**src/rtl/inst_fetch_unit_pkg.sv**
```systemverilog
// -----------------------------------------------------------------------------
// inst_fetch_unit_pkg
// Shared widths, fetch FSM state encoding and PC/line field helpers for the
// local-store instruction fetch path.
// -----------------------------------------------------------------------------
package inst_fetch_unit_pkg;

   localparam int unsigned LINE_W  = 1024;             // bits per local-store line
   localparam int unsigned INST_W  = 32;               // bits per instruction
   localparam int unsigned LADDR_W = 7;                // line address width
   localparam int unsigned PC_W    = 12;               // {line, slot} word address
   localparam int unsigned SLOT_W  = PC_W - LADDR_W;   // slot index width
   localparam int unsigned PAIR_W  = 2 * INST_W;       // even + odd instruction
   localparam int unsigned OFS_W   = $clog2(INST_W);   // bit offset inside a slot

   typedef enum logic [1:0] {
      ST_IDLE  = 2'd0,
      ST_REQ   = 2'd1,
      ST_WAIT  = 2'd2,
      ST_ISSUE = 2'd3
   } fetch_state_e;

   // Instruction k of a line occupies bits [32k : 32k+31].
   function automatic logic [INST_W-1:0] slot_inst(input logic [0:LINE_W-1] line,
                                                   input logic [SLOT_W-1:0] slot);
      logic [SLOT_W+OFS_W-1:0] base;
      base = {slot, {OFS_W{1'b0}}};
      return line[base +: INST_W];
   endfunction

   function automatic logic [LADDR_W-1:0] pc_line(input logic [PC_W-1:0] pc);
      return pc[PC_W-1:SLOT_W];
   endfunction

   function automatic logic [SLOT_W-1:0] pc_slot(input logic [PC_W-1:0] pc);
      return pc[SLOT_W-1:0];
   endfunction

endpackage

```
**src/rtl/inst_fetch_unit_line_buf.sv**
```systemverilog
// -----------------------------------------------------------------------------
// fetch_line_buf
// Single-line instruction buffer: holds one 1024-bit line, its valid bit and
// line tag, and muxes out the aligned even/odd instruction pair.
//
// Ports:
//   clk, reset    clock / synchronous active-high reset (clears valid + tag)
//   wr_en         load wr_data into the buffer and mark it valid
//   wr_tag        line address of the data being loaded
//   wr_data       1024-bit line, instruction 0 at bit 0
//   rd_pair_idx   pair index (slot >> 1) for the read mux
//   buf_vld       buffer holds a valid line
//   buf_tag       line address of the buffered line
//   rd_pair       {even inst, odd inst} of the selected pair
// -----------------------------------------------------------------------------
module fetch_line_buf
   import inst_fetch_unit_pkg::*;
(
   input  logic                clk,
   input  logic                reset,
   input  logic                wr_en,
   input  logic [LADDR_W-1:0]  wr_tag,
   input  logic [0:LINE_W-1]   wr_data,
   input  logic [SLOT_W-2:0]   rd_pair_idx,
   output logic                buf_vld,
   output logic [LADDR_W-1:0]  buf_tag,
   output logic [0:PAIR_W-1]   rd_pair
);

   logic [0:LINE_W-1]   data_q, data_d;
   logic                vld_q, vld_d;
   logic [LADDR_W-1:0]  tag_q, tag_d;

   always_comb begin
      data_d = data_q;
      vld_d  = vld_q;
      tag_d  = tag_q;
      if (wr_en) begin
         data_d = wr_data;
         vld_d  = 1'b1;
         tag_d  = wr_tag;
      end
   end

   always_ff @(posedge clk) begin
      if (reset) begin
         vld_q <= 1'b0;
         tag_q <= '0;
      end else begin
         vld_q <= vld_d;
         tag_q <= tag_d;
      end
   end

   // Line contents need no reset: they are only observed while vld_q is set.
   always_ff @(posedge clk) begin
      data_q <= data_d;
   end

   assign buf_vld = vld_q;
   assign buf_tag = tag_q;
   assign rd_pair = {slot_inst(data_q, {rd_pair_idx, 1'b0}),
                     slot_inst(data_q, {rd_pair_idx, 1'b1})};

endmodule

```
**src/rtl/inst_fetch_unit.sv**
```systemverilog
// -----------------------------------------------------------------------------
// inst_fetch_unit
// Reads 1024-bit instruction lines from local store, buffers one line and
// issues aligned even/odd instruction pairs to decode. Handles decode stall,
// line crossing (line 127 wraps to 0) and branch redirect.
//
// Ports:
//   clk, reset     clock / synchronous active-high reset
//   ls_rd_req      one-cycle read request pulse to local store
//   ls_rd_addr     line address, valid with ls_rd_req
//   ls_rd_data     line data, instruction k at bits [32k:32k+31]
//   ls_rd_valid    ls_rd_data valid this cycle
//   dec_pair       {even-slot inst, odd-slot inst}
//   dec_slot_vld   per-slot valid, [0] even, [1] odd
//   dec_valid      pair presented
//   dec_pc         PC of the even slot
//   dec_stall      decode cannot accept this cycle
//   br_taken       redirect pulse
//   br_target      redirect word address
// -----------------------------------------------------------------------------
module inst_fetch_unit
   import inst_fetch_unit_pkg::*;
(
   input  logic                 clk,
   input  logic                 reset,
   output logic                 ls_rd_req,
   output logic [0:LADDR_W-1]   ls_rd_addr,
   input  logic [0:LINE_W-1]    ls_rd_data,
   input  logic                 ls_rd_valid,
   output logic [0:PAIR_W-1]    dec_pair,
   output logic [0:1]           dec_slot_vld,
   output logic                 dec_valid,
   output logic [0:PC_W-1]      dec_pc,
   input  logic                 dec_stall,
   input  logic                 br_taken,
   input  logic [0:PC_W-1]      br_target
);

   localparam logic [PC_W-1:0] PC_ONE = PC_W'(1);

   fetch_state_e          state_q, state_d;
   logic [PC_W-1:0]       pc_q, pc_d;
   logic                  drop_q, drop_d;     // discard the outstanding response
   logic                  bubble_q, bubble_d; // suppress issue the cycle after a redirect

   logic [PC_W-1:0]       br_tgt;
   logic [PC_W-1:0]       pc_seq;
   logic                  issue_vld;
   logic                  accept;
   logic                  seq_wrap;
   logic                  tgt_hit;
   logic                  buf_wr;
   logic                  buf_vld;
   logic [LADDR_W-1:0]    buf_tag;
   logic [0:PAIR_W-1]     buf_pair;

   fetch_line_buf u_line_buf (
      .clk         (clk),
      .reset       (reset),
      .wr_en       (buf_wr),
      .wr_tag      (pc_line(pc_q)),
      .wr_data     (ls_rd_data),
      .rd_pair_idx (pc_q[SLOT_W-1:1]),
      .buf_vld     (buf_vld),
      .buf_tag     (buf_tag),
      .rd_pair     (buf_pair)
   );

   assign br_tgt    = br_target;
   assign issue_vld = (state_q == ST_ISSUE) && !bubble_q;
   assign accept    = issue_vld && !dec_stall;
   assign pc_seq    = (pc_q | PC_ONE) + PC_ONE;
   assign seq_wrap  = (pc_slot(pc_seq) == '0);
   assign tgt_hit   = buf_vld && (buf_tag == pc_line(br_tgt));

   always_comb begin
      state_d  = state_q;
      pc_d     = pc_q;
      drop_d   = drop_q;
      bubble_d = 1'b0;
      buf_wr   = 1'b0;

      case (state_q)
         ST_IDLE: state_d = ST_REQ;
         ST_REQ:  state_d = ST_WAIT;
         ST_WAIT: begin
            if (ls_rd_valid) begin
               if (drop_q) begin
                  drop_d  = 1'b0;
                  state_d = ST_REQ;
               end else begin
                  buf_wr  = 1'b1;
                  state_d = ST_ISSUE;
               end
            end
         end
         ST_ISSUE: begin
            if (accept) begin
               pc_d = pc_seq;
               if (seq_wrap) begin
                  state_d = ST_REQ;
               end
            end
         end
         default: state_d = ST_IDLE;
      endcase

      // Redirect overrides everything above. A request leaving this cycle
      // (REQ) or already in flight (WAIT) must still be absorbed, so those
      // states park in WAIT with the drop flag set to keep one request
      // outstanding at most.
      if (br_taken) begin
         pc_d     = br_tgt;
         bubble_d = 1'b1;
         buf_wr   = 1'b0;
         case (state_q)
            ST_REQ: begin
               drop_d  = 1'b1;
               state_d = ST_WAIT;
            end
            ST_WAIT: begin
               if (ls_rd_valid) begin
                  drop_d  = 1'b0;
                  state_d = tgt_hit ? ST_ISSUE : ST_REQ;
               end else begin
                  drop_d  = 1'b1;
                  state_d = ST_WAIT;
               end
            end
            default: state_d = tgt_hit ? ST_ISSUE : ST_REQ;
         endcase
      end
   end

   always_ff @(posedge clk) begin
      if (reset) begin
         state_q  <= ST_IDLE;
         pc_q     <= '0;
         drop_q   <= 1'b0;
         bubble_q <= 1'b0;
      end else begin
         state_q  <= state_d;
         pc_q     <= pc_d;
         drop_q   <= drop_d;
         bubble_q <= bubble_d;
      end
   end

   // Outputs are zero whenever they are not qualified, so reset and idle
   // cycles present an all-zero interface.
   always_comb begin
      ls_rd_req    = (state_q == ST_REQ);
      ls_rd_addr   = '0;
      dec_valid    = issue_vld;
      dec_pair     = '0;
      dec_pc       = '0;
      dec_slot_vld = '0;
      if (state_q == ST_REQ) begin
         ls_rd_addr = pc_line(pc_q);
      end
      if (issue_vld) begin
         dec_pair     = buf_pair;
         dec_pc       = {pc_q[PC_W-1:1], 1'b0};
         dec_slot_vld = pc_q[0] ? 2'b01 : 2'b11;
      end
   end

endmodule

```
**config.mk**
```make
export PLATFORM = sky130hd
export DESIGN_NAME = inst_fetch_unit
export DESIGN_NICKNAME = d
export VERILOG_FILES = /design/src/rtl/inst_fetch_unit_pkg.sv /design/src/rtl/inst_fetch_unit_line_buf.sv /design/src/rtl/inst_fetch_unit.sv
export SDC_FILE = /design/constraint.sdc
export NUM_CORES = 1
export LEC_CHECK = 0
export CAP_MARGIN = 20
export CELL_PAD_IN_SITES_DETAIL_PLACEMENT = 0
export CELL_PAD_IN_SITES_GLOBAL_PLACEMENT = 1
export CORE_AREA = 2 2 437 439
export DETAILED_ROUTE_END_ITERATION = 12
export DIE_AREA = 0 0 439 441
export GPL_TIMING_DRIVEN = 0
export PLACE_DENSITY = 0.54
export REMOVE_ABC_BUFFERS = 1
export SLEW_MARGIN = 25
export SYNTH_ARGS = -nofsm -noshare
export SYNTH_HDL_FRONTEND = slang
export SYNTH_SLANG_ARGS = --single-unit
```
**constraint.sdc**
```tcl
create_clock -name clk -period 36 [get_ports clk]
set_input_delay 5.4 -clock clk [delete_from_list [all_inputs] [get_ports clk]]
set_output_delay 5.4 -clock clk [all_outputs]
set_load 0.005 [all_outputs]
```
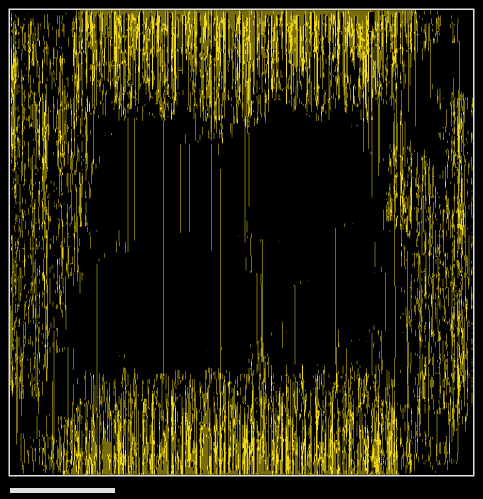
layer_met2.png
The bar under the picture is 100 um long.
main direction: vertical
longest straight run: 290 um
wire length on this layer: 70.6 mm

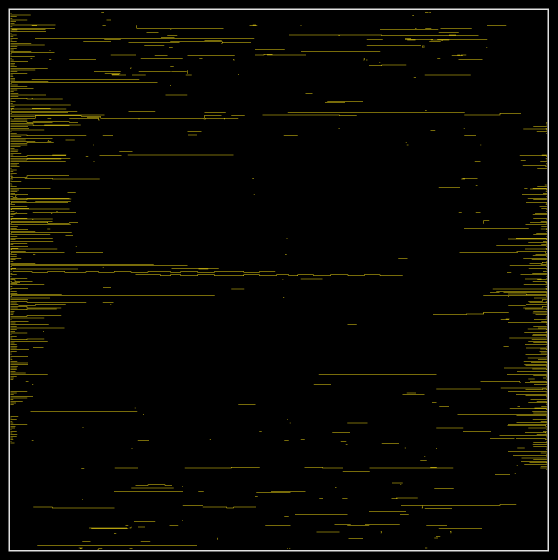
layer_met3.png
longest straight run: 179 um
main direction: horizontal
nets with wire on the layer: 563
GR met3 Demand/Resource: 0.0460
DR vias: 22,489

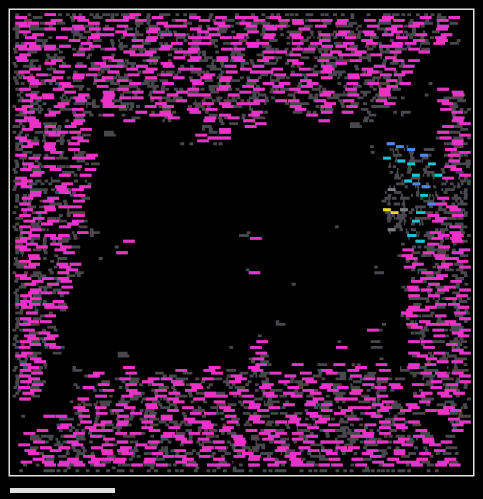
flops_by_reg.png
The bar under the picture is 100 um long. Other sequential cells in the stronger gray, the rest of the logic in the fainter gray.
[u_line_buf.data_q] magenta | sequential cells: 1,024 | where: spread over the die
[u_line_buf.buf_tag] blue | sequential cells: 7
[state_q] yellow | sequential cells: 2
[pc_q] cyan | sequential cells: 12
not colored: 3
register area: 31,200 um^2
seq pwr: 0.00136 W

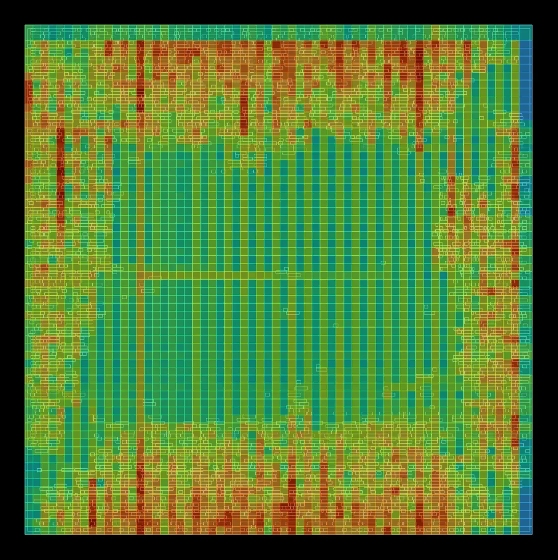
congestion.png
total global-route track usage: 0.138
wire per inst: 25.1 um
post-layout util: 0.312
GR Layer Usage met2: 0.236

flip-flops by register name (all words and copies together), names as in the netlist:
name,count
bubble_q,1
drop_q,1
pc_q,12
state_q,2
u_line_buf.buf_tag,7
u_line_buf.buf_vld,1
u_line_buf.data_q,1024
cells by family (layout without fill, tap and decap cells):
logic type | count (synthesis) | in the layout | share of synthesized area
buffers and inverters | 104 | 1400 | 0.0155
xor gates and xnor gates | 17 | 17 | 0.00370
adders and majority gates | 5 | 5 | 0.00156
DFF | 1048 | 1048 | 0.777
AOI/OAI and AO/OA | 97 | 97 | 0.0155
and+or+nand+nor | 83 | 83 | 0.0111
muxes | 385 | 385 | 0.176
other | 1 | 21 | 0.0000933
how the worst min path moves through the flow:
stage                                    endpoint  depth (start not counted)                               start
2_1_floorplan     u_line_buf.buf_vld$_SDFFE_PP0P_                          2     u_line_buf.buf_vld$_SDFFE_PP0P_
3_3_place_gp   u_line_buf.buf_tag[6]$_SDFFE_PP0P_                          2  u_line_buf.buf_tag[6]$_SDFFE_PP0P_
3_5_place_dp   u_line_buf.buf_tag[6]$_SDFFE_PP0P_                          2  u_line_buf.buf_tag[6]$_SDFFE_PP0P_
4_1_cts        u_line_buf.buf_tag[6]$_SDFFE_PP0P_                          2  u_line_buf.buf_tag[6]$_SDFFE_PP0P_
5_1_grt        u_line_buf.buf_tag[6]$_SDFFE_PP0P_                          2  u_line_buf.buf_tag[6]$_SDFFE_PP0P_
6_report       u_line_buf.buf_tag[6]$_SDFFE_PP0P_                          2  u_line_buf.buf_tag[6]$_SDFFE_PP0P_
routing by layer:
layer | share of wire | wire length [um]
met4 | 0.025 | 3460
met2 | 0.51 | 70600
met5 | 0.0012 | 172
met1 | 0.39 | 53800
met3 | 0.082 | 11400
==> changes_impl.md <==
### Physical design

- Taps Inserted: roughly 2,500
- Top cells excl fill/tap: clkdlybuf4s50_1, edfxtp_1, mux4_2
- Max incr delay on CP: 540 ps
- Ys flop type: edfxtp_1
- Crit-path most repeated cell: buf_12
- Vias in the first global route: 23,809
- Worst Skew: between 40 and 50 ps
- Post-cts resize count: 0
- Grt ovf: 0
- Arr. time, crit path: roughly 4400 ps
- Area delta synth->final: 46.8%
- Max_cap viols: 0
- R2R setup slack: 32,050 ps
- Ant. Diodes: 20
- Final worst setup slack: around 26,000 ps
- Fin cells: around 5,600
- Vert. Die Dim: roughly 440 um
- Synth Cell Area: about 40,000 um^2
- Layout cells sized above 1: 0.157
- Chip Area: between 150,000 and 200,000 um^2
- Max-slew headroom: 0.417
- Post-route cell area: roughly 60,000 um^2
- Critical Path Start: pc_q[1]$_SDFFE_PP0P_
- Status: completed
- Clk latency late pin: between 700 and 800 ps
- FF-to-FF Start: state_q[0]$_SDFFE_PP0P_
- # rows: approximately 160
- Ports: around 1,100
- Minimum clock period: between 9000 and 10,000 ps
- Placed insts: ~5,300
- Buffers, non-clock: 1,168
- Clock Tree Root: clkbuf_16
- # Cells Yosys: between 1,500 and 2,000
- Worst Setup EP: dec_pair[27]
- Largest class: flip-flops and latches
- P_comb: ~0.00023 W
- Horiz. Die Dim: roughly 440 um
- Multi-input combinational area share: 0.142
- Top cells by area: edfxtp_1, mux4_2, mux2i_1
- Comb area: between 8000 and 9000 um^2
- Total power draw: roughly 0.0028 W
- Top-area cell share: 0.765
- Crit Path Class: reg -> out
- Post-synth top cells: edfxtp_1, mux4_2, mux2i_1
- Max Slew Vio Count: 0
- PortBufs: around 1,100
- Asr flop ratio synth: 0
- Post-layout period usage: 0.271
- Signal buffers share of area: 0.210
- Clk sinks: ~1,000
No activity file was given, so power comes from the tool's default toggle rates.
